==> run_1/layer_met1.png <==
Bar = 50 um. Supply wires on this layer in grey.
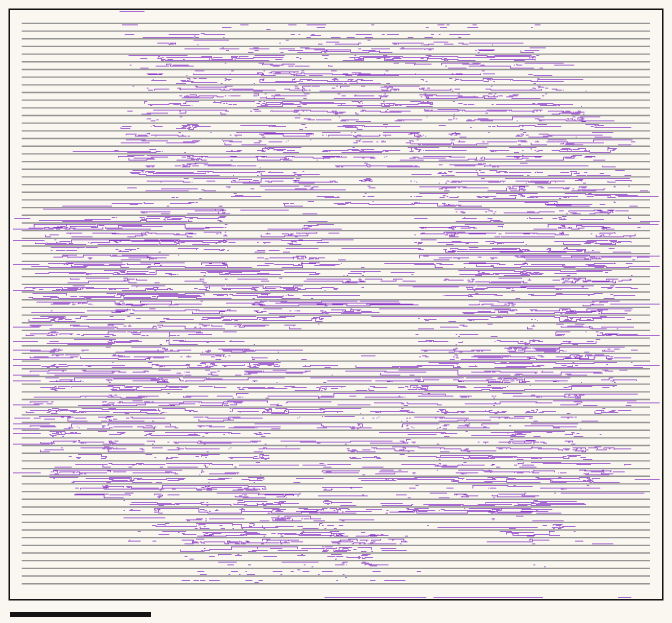
==> run_1/layer_met2.png <==
Cells faint in the background.
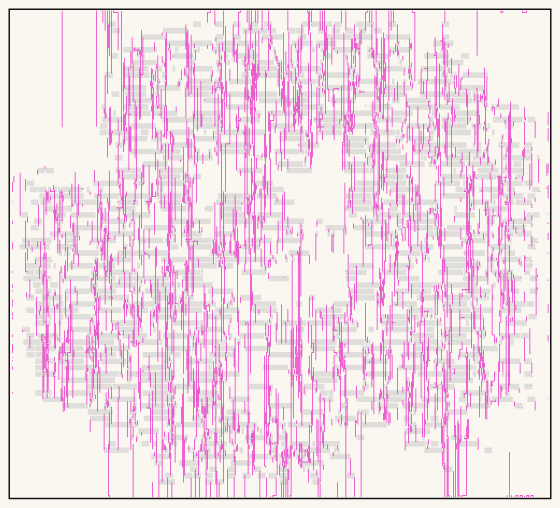
==> run_1/layer_met3.png <==
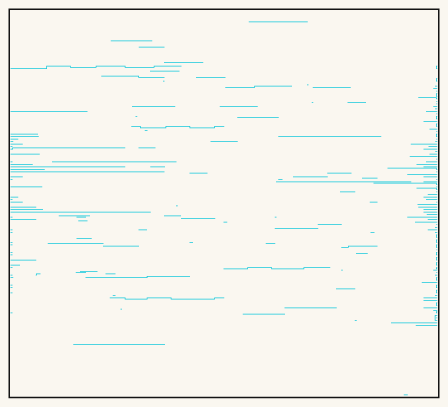
### src/rtl/alu_issue_queue.sv
// Tagged command FIFO and issue stage for the 2-stage pipelined ALU; results return as tagged responses.
// Optional opcode legality check enabled by defining ALU_ISSUE_OPCHK_EN.
module alu_issue_queue #(
    parameter int unsigned WIDTH   = 32,
    parameter int unsigned DEPTH   = 4,
    parameter int unsigned TAG_W   = 4,
    parameter int unsigned ALU_LAT = 2
) (
    input  logic                       clk,
    input  logic                       rst,
    input  logic                       cmd_valid,
    output logic                       cmd_ready,
    input  logic [3:0]                 cmd_opcode,
    input  logic [WIDTH-1:0]           cmd_a,
    input  logic [WIDTH-1:0]           cmd_b,
    input  logic [4:0]                 cmd_shift,
    input  logic [TAG_W-1:0]           cmd_tag,
    input  logic                       hold,
    input  logic                       flush,
    output logic [3:0]                 alu_opcode,
    output logic [WIDTH-1:0]           alu_input1,
    output logic [WIDTH-1:0]           alu_input2,
    output logic [4:0]                 alu_shiftValue,
    input  logic [WIDTH-1:0]           alu_result,
    input  logic                       alu_carry,
    input  logic                       alu_zero,
    input  logic                       alu_sign,
    output logic                       rsp_valid,
    output logic [TAG_W-1:0]           rsp_tag,
    output logic [WIDTH-1:0]           rsp_result,
    output logic                       rsp_carry,
    output logic                       rsp_zero,
    output logic                       rsp_sign,
    output logic [$clog2(DEPTH):0]     fifo_count,
    output logic                       err_illegal
);

    localparam int unsigned AW = $clog2(DEPTH);
    localparam int unsigned CW = AW + 1;

    typedef struct packed {
        logic [3:0]       opcode;
        logic [WIDTH-1:0] a;
        logic [WIDTH-1:0] b;
        logic [4:0]       shift;
        logic [TAG_W-1:0] tag;
    } entry_t;

    entry_t            mem [DEPTH];
    entry_t            head;
    logic [AW-1:0]     wr_ptr;
    logic [AW-1:0]     rd_ptr;
    logic [CW-1:0]     count;
    logic              push;
    logic              pop;
    logic              issue;

    // Index 0 is loaded alongside the alu_* registers; ALU_LAT further stages track the ALU pipeline.
    logic [ALU_LAT:0]  dl_valid;
    logic [TAG_W-1:0]  dl_tag [ALU_LAT+1];

    assign head       = mem[rd_ptr];
    assign cmd_ready  = (count < CW'(DEPTH));
    assign fifo_count = count;
    assign push       = cmd_valid && cmd_ready && !flush;
    assign pop        = (count != '0) && !hold && !flush;

`ifdef ALU_ISSUE_OPCHK_EN
    logic illegal;
    logic err_q;

    assign illegal     = (head.opcode > 4'd9);
    assign issue       = pop && !illegal;
    assign err_illegal = err_q;

    always_ff @(posedge clk or posedge rst) begin
        if (rst) begin
            err_q <= 1'b0;
        end else if (pop && illegal) begin
            err_q <= 1'b1;
        end
    end
`else
    assign issue       = pop;
    assign err_illegal = 1'b0;
`endif

    always_ff @(posedge clk) begin
        if (push) begin
            mem[wr_ptr] <= '{opcode: cmd_opcode, a: cmd_a, b: cmd_b, shift: cmd_shift, tag: cmd_tag};
        end
    end

    always_ff @(posedge clk or posedge rst) begin
        if (rst) begin
            wr_ptr <= '0;
            rd_ptr <= '0;
            count  <= '0;
        end else if (flush) begin
            wr_ptr <= '0;
            rd_ptr <= '0;
            count  <= '0;
        end else begin
            if (push) begin
                wr_ptr <= wr_ptr + 1'b1;
            end
            if (pop) begin
                rd_ptr <= rd_ptr + 1'b1;
            end
            if (push && !pop) begin
                count <= count + 1'b1;
            end else if (pop && !push) begin
                count <= count - 1'b1;
            end
        end
    end

    always_ff @(posedge clk or posedge rst) begin
        if (rst) begin
            alu_opcode     <= '0;
            alu_input1     <= '0;
            alu_input2     <= '0;
            alu_shiftValue <= '0;
        end else if (issue) begin
            alu_opcode     <= head.opcode;
            alu_input1     <= head.a;
            alu_input2     <= head.b;
            alu_shiftValue <= head.shift;
        end
    end

    always_ff @(posedge clk or posedge rst) begin
        if (rst) begin
            dl_valid <= '0;
            for (int unsigned i = 0; i <= ALU_LAT; i++) begin
                dl_tag[i] <= '0;
            end
        end else begin
            dl_valid[0] <= issue;
            if (issue) begin
                dl_tag[0] <= head.tag;
            end
            for (int unsigned i = 1; i <= ALU_LAT; i++) begin
                dl_valid[i] <= dl_valid[i-1] && !flush;
                dl_tag[i]   <= dl_tag[i-1];
            end
        end
    end

    assign rsp_valid  = dl_valid[ALU_LAT];
    assign rsp_tag    = dl_tag[ALU_LAT];
    assign rsp_result = alu_result;
    assign rsp_carry  = alu_carry;
    assign rsp_zero   = alu_zero;
    assign rsp_sign   = alu_sign;

endmodule

### config.mk
export PLATFORM = sky130hd
export DESIGN_NAME = alu_issue_queue
export DESIGN_NICKNAME = d
export VERILOG_FILES = /design/src/rtl/alu_issue_queue.sv
export SDC_FILE = /design/constraint.sdc
export NUM_CORES = 1
export LEC_CHECK = 0
export ABC_AREA = 1
export CAP_MARGIN = 20
export CORE_ASPECT_RATIO = 0.9
export CORE_MARGIN = 4
export CORE_UTILIZATION = 35
export DETAILED_ROUTE_END_ITERATION = 16
export PLACE_DENSITY = 0.54
export SLEW_MARGIN = 15
export SYNTH_ARGS = -nofsm -noshare
export SYNTH_HDL_FRONTEND = slang
export SYNTH_SLANG_ARGS = --single-unit
### constraint.sdc
create_clock -name clk -period 13.2 [get_ports clk]
set_input_delay 2.64 -clock clk [delete_from_list [all_inputs] [get_ports clk]]
set_output_delay 2.64 -clock clk [all_outputs]
set_load 0.03 [all_outputs]
==> run notes, run 1 <==
• registers — largest class
• 43.1% — register share of total power
• 25.6% — fraction of power consumed by combinational cells
• 0 — hold buffer count at CTS
• alu_result[3] — worst setup path startpoint
• 0.0116 mm^2 — Sequential cell area
• primary input — type of origin of the critical path
• finished clean — result of the run
• 1499 — final-stage net count
• 17.4% — share of the final layout cell area in multi-input gates
• 22.6% — met2 routing resource usage after global routing
• 26 — number of different library cells in the post-synthesis netlist
• 0.447% — adder and majority cell fraction of the synthesized area
• 19 — inverter count
• 7.69 ns — worst slack after detailed placement
• 1 — CP Max Fanout
• 0.00385 W — overall power
• 0.0174 mm^2 — placement-stage cell area
• 21.3% — met1 track utilization from global routing
• 1275 — number of instances in the synthesized netlist
• 737 — multi-input gates
• 308 x sky130_fd_sc_hd__edfxtp_1, 237 x sky130_fd_sc_hd__nor2_1, 226 x sky130_fd_sc_hd__o21ai_0 — most frequent cells in the layout
• 10.29 ns — FF-to-FF setup slack
• 17100 um — met1 wire length
• 0.0482 mm^2 — overall chip area
• yes — clock tree from TritonCTS
• 28.1% — headroom to the max-slew limit
• 0.0442 mm^2 — core box area
• 0 — count of pins over their slew limit
• 5 — number of antenna violations at the first check in global routing
• 0 — number of violations of the max-capacitance limit
• 57 — count of clock-net buffers in the final layout
• 2010 — Layout Cells excl Fill
• 23.6% — post-synthesis async set-or-reset flop share
• 9.05% — non-clock buffer area fraction after layout
• 0.000986 W — Combinational Power
• 2.64 ns — data arrival time at the worst-slack endpoint
• 1275 — yosys cell count
• 74.2% — sequential area share after synthesis
• dl_tag[7]$_DFF_PP0_ — hold wc startpoint
• 0 — drt drc
• 31.9% — Sw Ratio
• 0.0188 mm^2 — final instance area
• alu_shiftValue[3]$_DFFE_PP0P_ — capture instance of the worst register-to-register path
• met5 — DR top layer
• primary output — type of destination of the critical path
• 0 — number of hold violations in the final report
• 403 — number of sinks driven by the clock tree
• 2 — CTS H-tree depth
• 0.121 mV — peak supply drop
• sky130_fd_sc_hd__edfxtp_1 — most frequent cell after synthesis
• 10.1% — AND-OR/OR-AND Cells, Area Fraction
• mem (308), alu_input1 (32), alu_input2 (32) — Regs by FF count
• 9495 — via count
• 73 — site row count
• 9556 — vias in the first global route
• 0% — xor+xnor area frac
• 42.6% — final core utilization
• sky130_fd_sc_hd__edfxtp_1 — Top cell excl fill/tap
• mem — register name with the most flops
• 20.1% — area overhead of the layout relative to synthesis
• 308 — Post-synth EDFFs
• rsp_result[3] — end point of the critical path
• 231 um — Die W
• 0 — warning count from the yosys run
• 0 ns — setup TNS after final layout
• 29 — number of OpenROAD warnings
• simple AND/OR/NAND/NOR gates — Top non-seq family
• 0 — total setup buffers inserted after CTS
• 0 — post-detailed-route count of antenna-violating nets
• 173 — buffer count excluding the clock tree in the final layout
• 0.711 — global placer's final weighted congestion
• 2160 um — met3 routed wirelength
• 19700 um — Detailed Place HPWL
• 36200 um — final routed wirelength across all metal layers
• 4.72 — mean number of vias per cell
• 59.0% — top cell type's share of synthesized area
• 10.56 ns — data required time at the worst endpoint
• 31.2% — Clock power frac
• met2 — highest-utilization routing layer at the global route stage
• 0% — share of synthesized area spent on multiplexers
• 308 x sky130_fd_sc_hd__edfxtp_1, 241 x sky130_fd_sc_hd__nor2_1, 226 x sky130_fd_sc_hd__o21ai_0, 167 x sky130_fd_sc_hd__nand2_1, 95 x sky130_fd_sc_hd__dfrtp_1 — top cells by instance count after synthesis
• 35.5% — floorplan utilization
• 4.51% — global routing met3 resource utilization
• 403 — flops & latches, synth
About layer_met1.png:
- main direction: horizontal
- wire length on this layer: 17100 um

About layer_met2.png:
- nets with wire on the layer: 1059
- wire length on this layer: 16200 um
- share of all routed wire: 45%
- longest straight run: 80.6 um
- main direction: vertical

About layer_met3.png:
- main direction: horizontal
- wire length on this layer: 2160 um
- longest straight run: 82.8 um

==> run_1/congestion.png <==
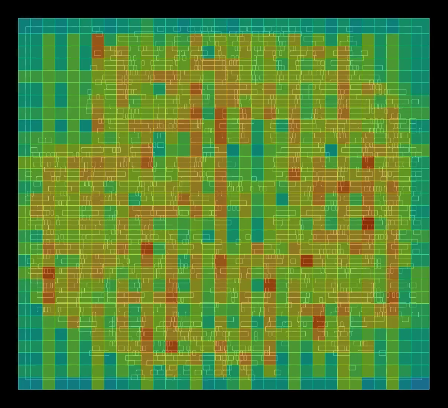

==> inputs of run 2 (changes only) <==
--- a/config.mk
+++ b/config.mk
@@ -11,7 +11,7 @@
 export CORE_MARGIN = 4
 export CORE_UTILIZATION = 35
 export DETAILED_ROUTE_END_ITERATION = 16
-export PLACE_DENSITY = 0.54
+export PLACE_DENSITY = 0.56
 export SLEW_MARGIN = 15
 export SYNTH_ARGS = -nofsm -noshare
 export SYNTH_HDL_FRONTEND = slang
==> constraint.sdc (replaced) <==
create_clock -name clk -period 4.33 [get_ports clk]
set_input_delay 0.866 -clock clk [delete_from_list [all_inputs] [get_ports clk]]
set_output_delay 0.866 -clock clk [all_outputs]
set_load 0.03 [all_outputs]
==> run_2/congestion.png <==
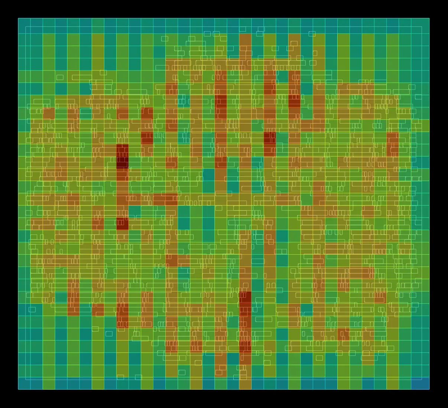
final core utilization: 43.1%
met2 routing resource usage after global routing: 23.1%

==> run_2/layer_met4.png <==
Bar = 50 um. Supply wires on this layer in grey.
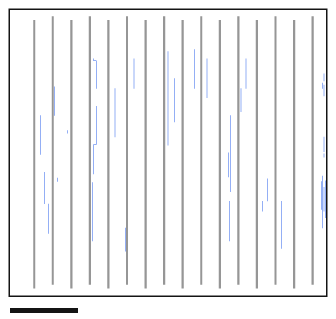
- wire length on this layer: 784 um
- share of all routed wire: 2.2%
- main direction: vertical
- nets with wire on the layer: 18
- longest straight run: 68.7 um

==> run 2 against run 1 <==
- register-to-register slack got worse by 8.1 ns
- critical endpoint is now cmd_ready
- critical path type is now register to primary output
- final area increased by 1.3%
- non-clock buffer count increased by 8
- clock power increased to 3.2 times the previous value
- first-iteration DRC count increased by 36%
- clock skew decreased by 0.0079 ns
- wire length decreased by 1.8%
==> run notes, run 2 <==
• primary output — type of destination of the critical path
• 26 — number of different library cells in the post-synthesis netlist
• 0.0176 mm^2 — placement-stage cell area
• sky130_fd_sc_hd__edfxtp_1 — Top cell excl fill/tap
• 0 — number of violations of the max-capacitance limit
• 59.0% — top cell type's share of synthesized area
• 1275 — yosys cell count
• register — type of origin of the critical path
• 3.08% — global routing met3 resource utilization
• 61 — count of clock-net buffers in the final layout
• 10.1% — AND-OR/OR-AND Cells, Area Fraction
• 9459 — vias in the first global route
• 9463 — via count
• 2.20 ns — FF-to-FF setup slack
• 0 — post-detailed-route count of antenna-violating nets
• 737 — multi-input gates
• 0 — total setup buffers inserted after CTS
• 0 ns — setup TNS after final layout
• 0 — count of pins over their slew limit
• 1506 — final-stage net count
• met5 — DR top layer
• 74.2% — sequential area share after synthesis
• 73 — site row count
• 31.9% — Clock power frac
• 36.5% — headroom to the max-slew limit
• mem — register name with the most flops
• 23.6% — post-synthesis async set-or-reset flop share
• 1820 um — met3 routed wirelength
• 0 — warning count from the yosys run
• 308 x sky130_fd_sc_hd__edfxtp_1, 237 x sky130_fd_sc_hd__nor2_1, 226 x sky130_fd_sc_hd__o21ai_0 — most frequent cells in the layout
• 403 — flops & latches, synth
• 2 — CTS H-tree depth
• 0 — number of hold violations in the final report
• 3.46 ns — data required time at the worst endpoint
• 0.0191 mm^2 — final instance area
• 308 — Post-synth EDFFs
• met2 — highest-utilization routing layer at the global route stage
• 4 — number of antenna violations at the first check in global routing
• finished clean — result of the run
• 1.72 ns — data arrival time at the worst-slack endpoint
• 41.9% — register share of total power
• 0 — hold buffer count at CTS
• 1275 — number of instances in the synthesized netlist
• registers — largest class
• 31.2% — Sw Ratio
• 0% — share of synthesized area spent on multiplexers
• 35.5% — floorplan utilization
• mem[0][53]$_DFFE_PP_ — capture instance of the worst register-to-register path
• 0.706 — global placer's final weighted congestion
• fifo_count[2]$_DFFE_PP0P_ — worst setup path startpoint
• mem (308), alu_input1 (32), alu_input2 (32) — Regs by FF count
• 30 — number of OpenROAD warnings
• 0% — xor+xnor area frac
• 26.2% — fraction of power consumed by combinational cells
• 16400 um — met1 wire length
• 231 um — Die W
• 9.78% — non-clock buffer area fraction after layout
• 1.36 ns — worst slack after detailed placement
• dl_tag[4]$_DFF_PP0_ — hold wc startpoint
• 0 — drt drc
• 0.0116 mm^2 — Sequential cell area
• 21.7% — area overhead of the layout relative to synthesis
• simple AND/OR/NAND/NOR gates — Top non-seq family
• 0.0442 mm^2 — core box area
• 181 — buffer count excluding the clock tree in the final layout
• cmd_ready — end point of the critical path
• 20.1% — met1 track utilization from global routing
• yes — clock tree from TritonCTS
• 5 — CP Max Fanout
• 0.447% — adder and majority cell fraction of the synthesized area
==> run_2/layer_met3.png <==
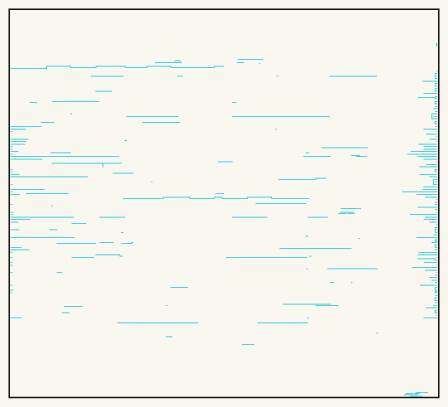

==> inputs of run 3 (changes only) <==
==> constraint.sdc (replaced) <==
create_clock -name clk -period 2.1 [get_ports clk]
set_input_delay 0.42 -clock clk [delete_from_list [all_inputs] [get_ports clk]]
set_output_delay 0.42 -clock clk [all_outputs]
set_load 0.03 [all_outputs]
==> run_3/layer_met3.png <==
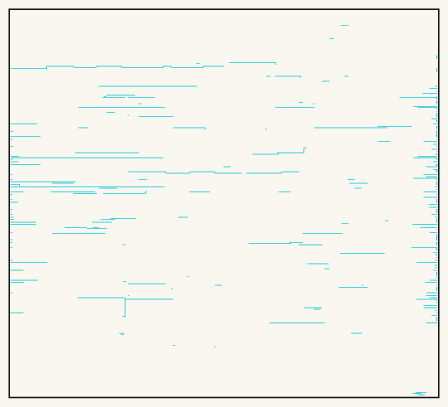
- nets with wire on the layer: 139
- wire length on this layer: 1780 um
- longest straight run: 81.4 um

==> run_3/layer_met4.png <==
Bar = 50 um. Supply wires on this layer in grey.
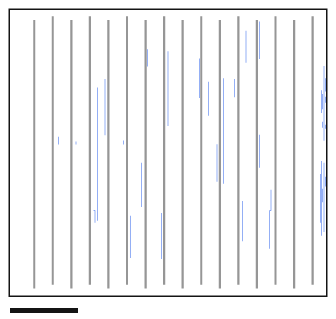
- main direction: vertical
- nets with wire on the layer: 23
- wire length on this layer: 896 um
- longest straight run: 97.2 um

==> run 3 against run 2 <==
- clock power up 100%
- via count up 2.2%
- die size unchanged
- cell count up 1.0%
- combinational power up 110%
- power up 110%
- worst setup slack worse by 1.7 ns
- flip-flop count unchanged
- final area up 1.4%
- global-route usage up 0.56 points
- clock skew up 0.0075 ns
==> run notes, run 3 <==
• 1275 — number of instances in the synthesized netlist
• mem[3][25]$_DFFE_PP_ — capture instance of the worst register-to-register path
• met5 — DR top layer
• 0.06 ns — clock edge transition at the registers on the reported setup and hold paths
• 235 — number of top-level pins
• 1 — worst path bufs/invs
• sky130_fd_sc_hd__edfxtp_1 — Top cell excl fill/tap
• -0.0515 ns — worst slack after detailed placement
• 26 — number of different library cells in the post-synthesis netlist
• 0 — count of pins over their slew limit
• 59.0% — top cell type's share of synthesized area
• 403 — number of sinks driven by the clock tree
• 1270 mW/mm^2 — power per cell area
• alu_input1[31]$_DFFE_PP0P_ — worst setup path startpoint
• 0 — number of hold violations in the final report
• 1780 um — met3 routed wirelength
• 4.74 — mean number of vias per cell
• 23.6% — post-synthesis async set-or-reset flop share
• 0.447% — adder and majority cell fraction of the synthesized area
• 403 — flops & latches, synth
• 308 — Post-synth EDFFs
• 0.0158 ns — worst clock skew
• primary output — type of destination of the critical path
• 59 — count of clock-net buffers in the final layout
• 0.00663 W — Combinational Power
• clkdlybuf4s50_1 — cells along the critical path
• mem — register name with the most flops
• 0 — warning count from the yosys run
• 3.26% — global routing met3 resource utilization
• alu_input1[31] — end point of the critical path
• 30 — number of OpenROAD warnings
• met2 — highest-utilization routing layer at the global route stage
• registers — largest class
• 2 — CTS H-tree depth
• mem (308), alu_input1 (32), alu_input2 (32) — Regs by FF count
• 24.4% — met2 routing resource usage after global routing
• 1 — depth of the critical timing path with buffers and inverters included
• 23600 um — Detailed Place HPWL
• sky130_fd_sc_hd__edfxtp_1 — most frequent cell after synthesis
• simple AND/OR/NAND/NOR gates — Top non-seq family
• 0% — xor+xnor area frac
• 0.39 ns — FF-to-FF setup slack
• 737 — multi-input gates
• 8.69% — fraction of final layout cells with drive strength greater than 1
• 0.0245 W — overall power
• 0.706 mV — peak supply drop
• 0.0193 mm^2 — final instance area
• 9669 — via count
• 32.2% — Sw Ratio
• 1275 — yosys cell count
• yes — clock tree from TritonCTS
• 0 — number of violations of the max-capacitance limit
• 231 um — Die W
• 0.0442 mm^2 — core box area
• 73 — site row count
• 74.2% — sequential area share after synthesis
• 0 — total congestion overflow
• 201 — buffer count excluding the clock tree in the final layout
• 17500 um — met2 routed wirelength
• 11.0% — non-clock buffer area fraction after layout
• 9627 — vias in the first global route
• 27.0% — fraction of power consumed by combinational cells
• 0% — share of synthesized area spent on multiplexers
• 15.0% — global-route usage over all layers
• 20.2% — met1 track utilization from global routing
• register — type of origin of the critical path
• 1.61 ns — data arrival time at the worst-slack endpoint
• 23.4% — area overhead of the layout relative to synthesis
• 10.1% — AND-OR/OR-AND Cells, Area Fraction
• 43.7% — final core utilization
• 3 — number of antenna violations at the first check in global routing
• finished clean — result of the run
• 31.2% — Clock power frac
• 0 ns — setup TNS after final layout
• 0.0116 mm^2 — Sequential cell area
• 0 — total setup buffers inserted after CTS
• 0.0482 mm^2 — overall chip area
• 0 — drt drc
• 1.68 ns — data required time at the worst endpoint
• buffers and inverters — delay-heaviest family, CP
• 19 — inverter count
• 16700 um — met1 wire length
• 36900 um — final routed wirelength across all metal layers
• 6 — number of cells traversed by the worst register-to-register path
• 308 x sky130_fd_sc_hd__edfxtp_1, 241 x sky130_fd_sc_hd__nor2_1, 226 x sky130_fd_sc_hd__o21ai_0, 167 x sky130_fd_sc_hd__nand2_1, 95 x sky130_fd_sc_hd__dfrtp_1 — top cells by instance count after synthesis
• 308 x sky130_fd_sc_hd__edfxtp_1, 237 x sky130_fd_sc_hd__nor2_1, 226 x sky130_fd_sc_hd__o21ai_0 — most frequent cells in the layout
• 163 — buffers added on ports
• 0 — post-detailed-route count of antenna-violating nets
• 0.0179 mm^2 — placement-stage cell area
• 0.730 — global placer's final weighted congestion
• 35.5% — floorplan utilization
• 2 — CP Max Fanout
• 0 — hold buffer count at CTS
• 1526 — final-stage net count
• 17.0% — share of the final layout cell area in multi-input gates
• 0.00789 W — NetSw
• 41.8% — register share of total power
• 2039 — Layout Cells excl Fill
• 97 — maximum number of pins on one net before global-route repair
Power is estimated from default activity; no workload was simulated.
